### Met1 routing

The bar under the picture is 100 um long. Supply wires on this layer in grey.
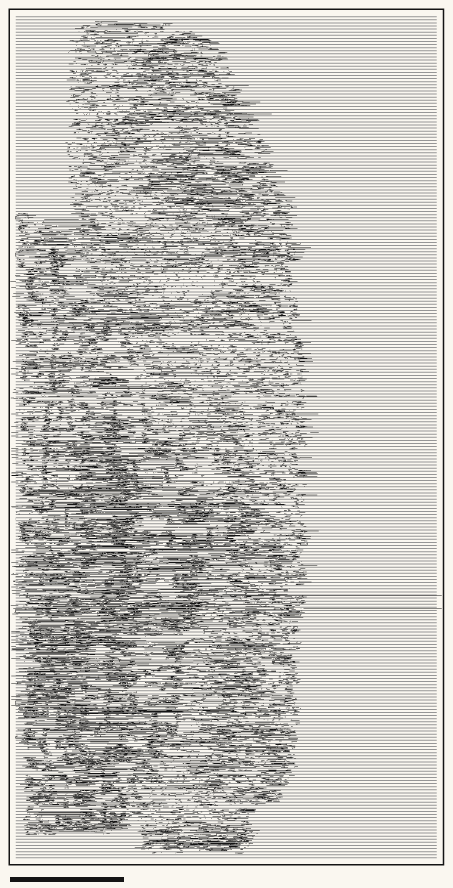
### Met2 routing

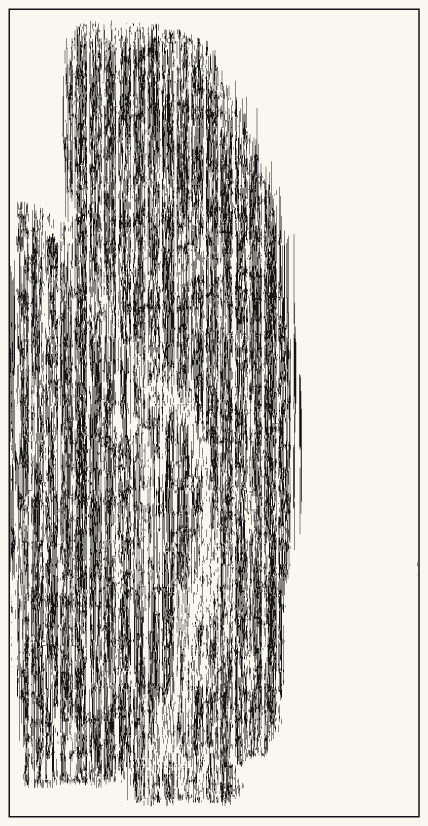
===== src/rtl/muldiv_iter_pkg.sv =====
// Shared definitions for the multiply/divide unit. The hazard unit imports
// the op codes from here as well.
package muldiv_iter_pkg;

    localparam logic [3:0] OP_NOP   = 4'd0;
    localparam logic [3:0] OP_MULT  = 4'd1;
    localparam logic [3:0] OP_MULTU = 4'd2;
    localparam logic [3:0] OP_DIV   = 4'd3;
    localparam logic [3:0] OP_DIVU  = 4'd4;
    localparam logic [3:0] OP_MTHI  = 4'd5;
    localparam logic [3:0] OP_MTLO  = 4'd6;
    localparam logic [3:0] OP_MADD  = 4'd7;
    localparam logic [3:0] OP_MADDU = 4'd8;
    localparam logic [3:0] OP_MSUB  = 4'd9;
    localparam logic [3:0] OP_MSUBU = 4'd10;

    localparam logic HILO_SEL_LO = 1'b0;
    localparam logic HILO_SEL_HI = 1'b1;

    typedef enum logic [1:0] {
        ST_IDLE     = 2'd0,
        ST_MUL      = 2'd1,
        ST_DIV_ITER = 2'd2,
        ST_DIV_FIX  = 2'd3
    } md_state_e;

    typedef enum logic [1:0] {
        CLS_NONE = 2'd0,
        CLS_MUL  = 2'd1,
        CLS_DIV  = 2'd2
    } op_class_e;

    // Which engine (if any) an op code occupies.
    function automatic op_class_e op_class(input logic [3:0] op);
        op_class_e cls;
        cls = CLS_NONE;
        case (op)
            OP_MULT, OP_MULTU, OP_MADD, OP_MADDU, OP_MSUB, OP_MSUBU: cls = CLS_MUL;
            OP_DIV, OP_DIVU:                                         cls = CLS_DIV;
            default:                                                 cls = CLS_NONE;
        endcase
        return cls;
    endfunction

    // Signed flavour of a multiply/divide op.
    function automatic logic op_is_signed(input logic [3:0] op);
        return (op == OP_MULT) || (op == OP_DIV) || (op == OP_MADD) || (op == OP_MSUB);
    endfunction

endpackage


===== src/rtl/muldiv_iter_div_radix2.sv =====
// Magnitude-only restoring divider, one quotient bit per step.
// Signs and the iteration count are handled by the parent.
module div_radix2 #(
    parameter int WIDTH = 32
) (
    input  logic             clk,
    input  logic             reset,
    input  logic             load,
    input  logic             step,
    input  logic [WIDTH-1:0] dividend,
    input  logic [WIDTH-1:0] divisor,
    output logic [WIDTH-1:0] q,
    output logic [WIDTH-1:0] r
);

    logic [WIDTH-1:0] quo_q;
    logic [WIDTH-1:0] rem_q;
    logic [WIDTH-1:0] dvs_q;
    logic [WIDTH:0]   shifted;
    logic [WIDTH:0]   diff;

    // Trial subtraction; the extra top bit of diff is the borrow.
    always_comb begin
        shifted = {rem_q, quo_q[WIDTH-1]};
        diff    = shifted - {1'b0, dvs_q};
    end

    // Dividend bits shift out of quo_q while quotient bits shift in.
    always_ff @(posedge clk) begin
        if (reset) begin
            quo_q <= '0;
            rem_q <= '0;
            dvs_q <= '0;
        end else if (load) begin
            quo_q <= dividend;
            rem_q <= '0;
            dvs_q <= divisor;
        end else if (step) begin
            if (diff[WIDTH]) begin
                rem_q <= shifted[WIDTH-1:0];
                quo_q <= {quo_q[WIDTH-2:0], 1'b0};
            end else begin
                rem_q <= diff[WIDTH-1:0];
                quo_q <= {quo_q[WIDTH-2:0], 1'b1};
            end
        end
    end

    assign q = quo_q;
    assign r = rem_q;

endmodule


===== src/rtl/muldiv_iter.sv =====
// Multiply/divide unit with HI/LO registers, sitting beside the EX-stage ALU.
//
// state       | meaning
// ------------+------------------------------------------------------------
// ST_IDLE     | no op in flight; accepts start, performs MTHI/MTLO
// ST_MUL      | multiply latency timer counting down to terminal count 0
// ST_DIV_ITER | one restoring divide step per cycle, WIDTH steps
// ST_DIV_FIX  | apply quotient/remainder signs and commit
module muldiv_iter
    import muldiv_iter_pkg::*;
#(
    parameter int WIDTH   = 32,
    parameter int MUL_LAT = 5
) (
    input  logic             clk,
    input  logic             reset,
    input  logic             start,
    input  logic [3:0]       op,
    input  logic [WIDTH-1:0] a,
    input  logic [WIDTH-1:0] b,
    input  logic             cancel,
    input  logic             hilo_sel,
    output logic [WIDTH-1:0] out,
    output logic             busy,
    output logic             done
);

    localparam int CNT_W = $clog2(((WIDTH > MUL_LAT) ? WIDTH : MUL_LAT) + 1);

    md_state_e          state_q, state_d;
    logic [CNT_W-1:0]   cnt_q, cnt_d;
    logic [3:0]         op_q;
    logic [WIDTH-1:0]   a_q, b_q, hi_q, lo_q;
    logic               done_q;
    logic               accept, commit, div_load, div_step, mt_write;

    logic               sgn_q;
    logic [2*WIDTH-1:0] a_ext, b_ext, product, mul_res;
    logic [WIDTH-1:0]   a_mag, b_mag, div_q, div_r, quo_fix, rem_fix;

    // Next state, down-counter and per-cycle strobes.
    always_comb begin
        state_d  = state_q;
        cnt_d    = cnt_q;
        accept   = 1'b0;
        commit   = 1'b0;
        div_load = 1'b0;
        div_step = 1'b0;
        mt_write = 1'b0;
        case (state_q)
            ST_IDLE: begin
                if (start && !cancel) begin
                    case (op_class(op))
                        CLS_MUL: begin
                            accept  = 1'b1;
                            state_d = ST_MUL;
                            cnt_d   = CNT_W'(MUL_LAT - 1);
                        end
                        CLS_DIV: begin
                            accept   = 1'b1;
                            div_load = 1'b1;
                            state_d  = ST_DIV_ITER;
                            cnt_d    = CNT_W'(WIDTH - 1);
                        end
                        default: mt_write = (op == OP_MTHI) || (op == OP_MTLO);
                    endcase
                end
            end
            ST_MUL: begin
                if (cancel) begin
                    state_d = ST_IDLE;
                end else if (cnt_q == '0) begin
                    commit  = 1'b1;
                    state_d = ST_IDLE;
                end else begin
                    cnt_d = cnt_q - CNT_W'(1);
                end
            end
            ST_DIV_ITER: begin
                if (cancel) begin
                    state_d = ST_IDLE;
                end else begin
                    div_step = 1'b1;
                    if (cnt_q == '0) state_d = ST_DIV_FIX;
                    else             cnt_d   = cnt_q - CNT_W'(1);
                end
            end
            ST_DIV_FIX: begin
                state_d = ST_IDLE;
                commit  = !cancel;
            end
            default: state_d = ST_IDLE;
        endcase
    end

    // Product of the latched operands and the accumulate variants, all modulo 2^(2W).
    always_comb begin
        sgn_q   = op_is_signed(op_q);
        a_ext   = sgn_q ? {{WIDTH{a_q[WIDTH-1]}}, a_q} : {{WIDTH{1'b0}}, a_q};
        b_ext   = sgn_q ? {{WIDTH{b_q[WIDTH-1]}}, b_q} : {{WIDTH{1'b0}}, b_q};
        product = a_ext * b_ext;
        case (op_q)
            OP_MADD, OP_MADDU: mul_res = {hi_q, lo_q} + product;
            OP_MSUB, OP_MSUBU: mul_res = {hi_q, lo_q} - product;
            default:           mul_res = product;
        endcase
    end

    // Magnitudes go into the divider at accept; signs come back from the latched operands.
    always_comb begin
        a_mag   = (op == OP_DIV && a[WIDTH-1]) ? -a : a;
        b_mag   = (op == OP_DIV && b[WIDTH-1]) ? -b : b;
        quo_fix = (sgn_q && (a_q[WIDTH-1] ^ b_q[WIDTH-1])) ? -div_q : div_q;
        rem_fix = (sgn_q && a_q[WIDTH-1]) ? -div_r : div_r;
    end

    div_radix2 #(.WIDTH(WIDTH)) u_div (
        .clk      (clk),
        .reset    (reset),
        .load     (div_load),
        .step     (div_step),
        .dividend (a_mag),
        .divisor  (b_mag),
        .q        (div_q),
        .r        (div_r)
    );

    // State, operand latches and the HI/LO architectural registers.
    always_ff @(posedge clk) begin
        if (reset) begin
            state_q <= ST_IDLE;
            cnt_q   <= '0;
            op_q    <= OP_NOP;
            a_q     <= '0;
            b_q     <= '0;
            hi_q    <= '0;
            lo_q    <= '0;
            done_q  <= 1'b0;
        end else begin
            state_q <= state_d;
            cnt_q   <= cnt_d;
            done_q  <= commit;
            if (accept) begin
                op_q <= op;
                a_q  <= a;
                b_q  <= b;
            end
            if (mt_write) begin
                if (op == OP_MTHI) hi_q <= a;
                else               lo_q <= a;
            end
            if (commit) begin
                if (state_q == ST_MUL) begin
                    {hi_q, lo_q} <= mul_res;
                end else if (b_q != '0) begin
                    lo_q <= quo_fix;
                    hi_q <= rem_fix;
                end
            end
        end
    end

    assign busy = (state_q != ST_IDLE);
    assign done = done_q;
    assign out  = (hilo_sel == HILO_SEL_HI) ? hi_q : lo_q;

endmodule


===== config.mk =====
export PLATFORM = sky130hd
export DESIGN_NAME = muldiv_iter
export DESIGN_NICKNAME = d
export VERILOG_FILES = /design/src/rtl/muldiv_iter_pkg.sv /design/src/rtl/muldiv_iter_div_radix2.sv /design/src/rtl/muldiv_iter.sv
export SDC_FILE = /design/constraint.sdc
export NUM_CORES = 2
export LEC_CHECK = 0
export CAP_MARGIN = 15
export CORE_ASPECT_RATIO = 2
export CORE_MARGIN = 5
export CORE_UTILIZATION = 25
export CTS_BUF_LIST = sky130_fd_sc_hd__clkbuf_16
export DETAILED_ROUTE_END_ITERATION = 8
export PLACE_DENSITY = 0.46
export SLEW_MARGIN = 20
export SYNTH_ARGS = -nofsm -noshare
export SYNTH_HDL_FRONTEND = slang
export SYNTH_SLANG_ARGS = --single-unit

===== constraint.sdc =====
create_clock -name clk -period 21.6 [get_ports clk]
set_clock_uncertainty 0.05 [all_clocks]
set_input_delay 2.16 -clock clk [delete_from_list [all_inputs] [get_ports clk]]
set_output_delay 2.16 -clock clk [all_outputs]
set_load 0.05 [all_outputs]

==> out/results.ini <==
[critical_path]
r2r-start = op_q[1]
cpMostUsedCell = fa_1
r2r-end = hi_q[31]
critPathTopFamily = adder cells
critPathKind = reg2reg

[timing]
worst_pin_slew_ps = 1190
slew_headroom = 0.202
fin_tns_setup_ps = 0
final_max_slew_viol_count = 0
fin_crit_sh = 0.695
fmax_mhz = 66.6

[grt]
antenna_found_initial = 5
met1_usage = 0.176
grt_pass1_vias = 62500
busiest_layer = met2
grt_max_degree = 133
track_usage = 0.192

[clock_network]
clkLatencyLatePin_ps = 630
cts-root-buf = clkbuf_16
cts_setup_buffers = 0
clock-sinks = 237
cts_hold_buf = 0

[placed_design]
place_area_um2 = 73500
routabilityCongestion = 0.938

[power]
power_sequential_mw = 0.618
vdd_drop_max_v = 0.000140
p_comb_mw = 3.08
combPwrFrac = 0.736

[run_status]
outcome = complete, no violations

[route]
ant_nets = 0
top_layer = met4
drc = 0
vias_per_cell = 4.83
met2_wirelength_mm = 157

[synthesis]
edf_count = 0
synth.avg_cell_area_um2 = 8.49
flop_cell = dfxtp_1
yosysChipArea_um2 = 68700
syn_area_um2 = 68700

[finish]
drive_above_1_share = 0.0365
regArea_um2 = 4750
final_cell_area_um2 = 74300

[floorplan]
pin_count = 107
rows = 272

[flow_run]
warnings = 39

Notes on 'Met1 routing' above:
longest straight run	173 um
nets with wire on the layer	9107
main direction	horizontal
share of all routed wire	31%
wire length on this layer	86.0 mm

Notes on 'Met2 routing' above:
longest straight run	148 um
nets with wire on the layer	8490
main direction	vertical

## cell families after synthesis
kind of cell / synth area share
buf+inv: 0.116
mux: 0.0184
simple gates: 0.151
flops: 0.0691
compound gates: 0.107
xor+xnor: 0.0474
fa+ha+maj: 0.492
## how the worst max path moves through the flow
stage	endpoint	cells past startpoint
2_1_floorplan	hi_q[31]	53
3_3_place_gp	hi_q[31]	46
3_5_place_dp	hi_q[31]	46
4_1_cts	hi_q[31]	46
5_1_grt	hi_q[31]	48
6_report	hi_q[31]	46
## cell usage after synthesis (all sizes together), types with 48 or more instances
master | n | area share
fa | 1426 | 0.42
nor2 | 319 | 0.018
a21o | 65 | 0.0071
a22oi | 48 | 0.0052
and2 | 368 | 0.034
o21ai | 233 | 0.017
inv | 1657 | 0.091
dfxtp | 237 | 0.069
xnor2 | 225 | 0.029
nand2 | 1203 | 0.066
a21oi | 396 | 0.029
ha | 415 | 0.076
mux2i | 84 | 0.012
xor2 | 144 | 0.018
clkbuf | 410 | 0.023
a211oi | 86 | 0.0095
nor3 | 82 | 0.0062
## layout make-up
class / instances / share of cell area
clock inverter: 21 / 0.00278
sequential: 237 / 0.0639
timing repair buffer: 231 / 0.0271
antenna: 5 / 0.000168
multi-input combinational: 5749 / 0.754
tap: 3562 / 0.0600
clock buffer: 25 / 0.00842
inverter: 1657 / 0.0837
## metrics by stage
step           setup WS (ps)  power [mW]  hold slack [ps]  cells  utilization
2_1_floorplan           8170        2.76              386   8086            -
3_3_place_gp            6680        3.67              392  11400        0.268
3_5_place_dp            6560        3.66              397  11400        0.268
4_1_cts                 6480        4.18              405  11500        0.271
5_1_grt                 5800        4.47              420  11500        0.271
6_report                6580        4.19              404  11500        0.271
Power and IR drop assume default switching activity.
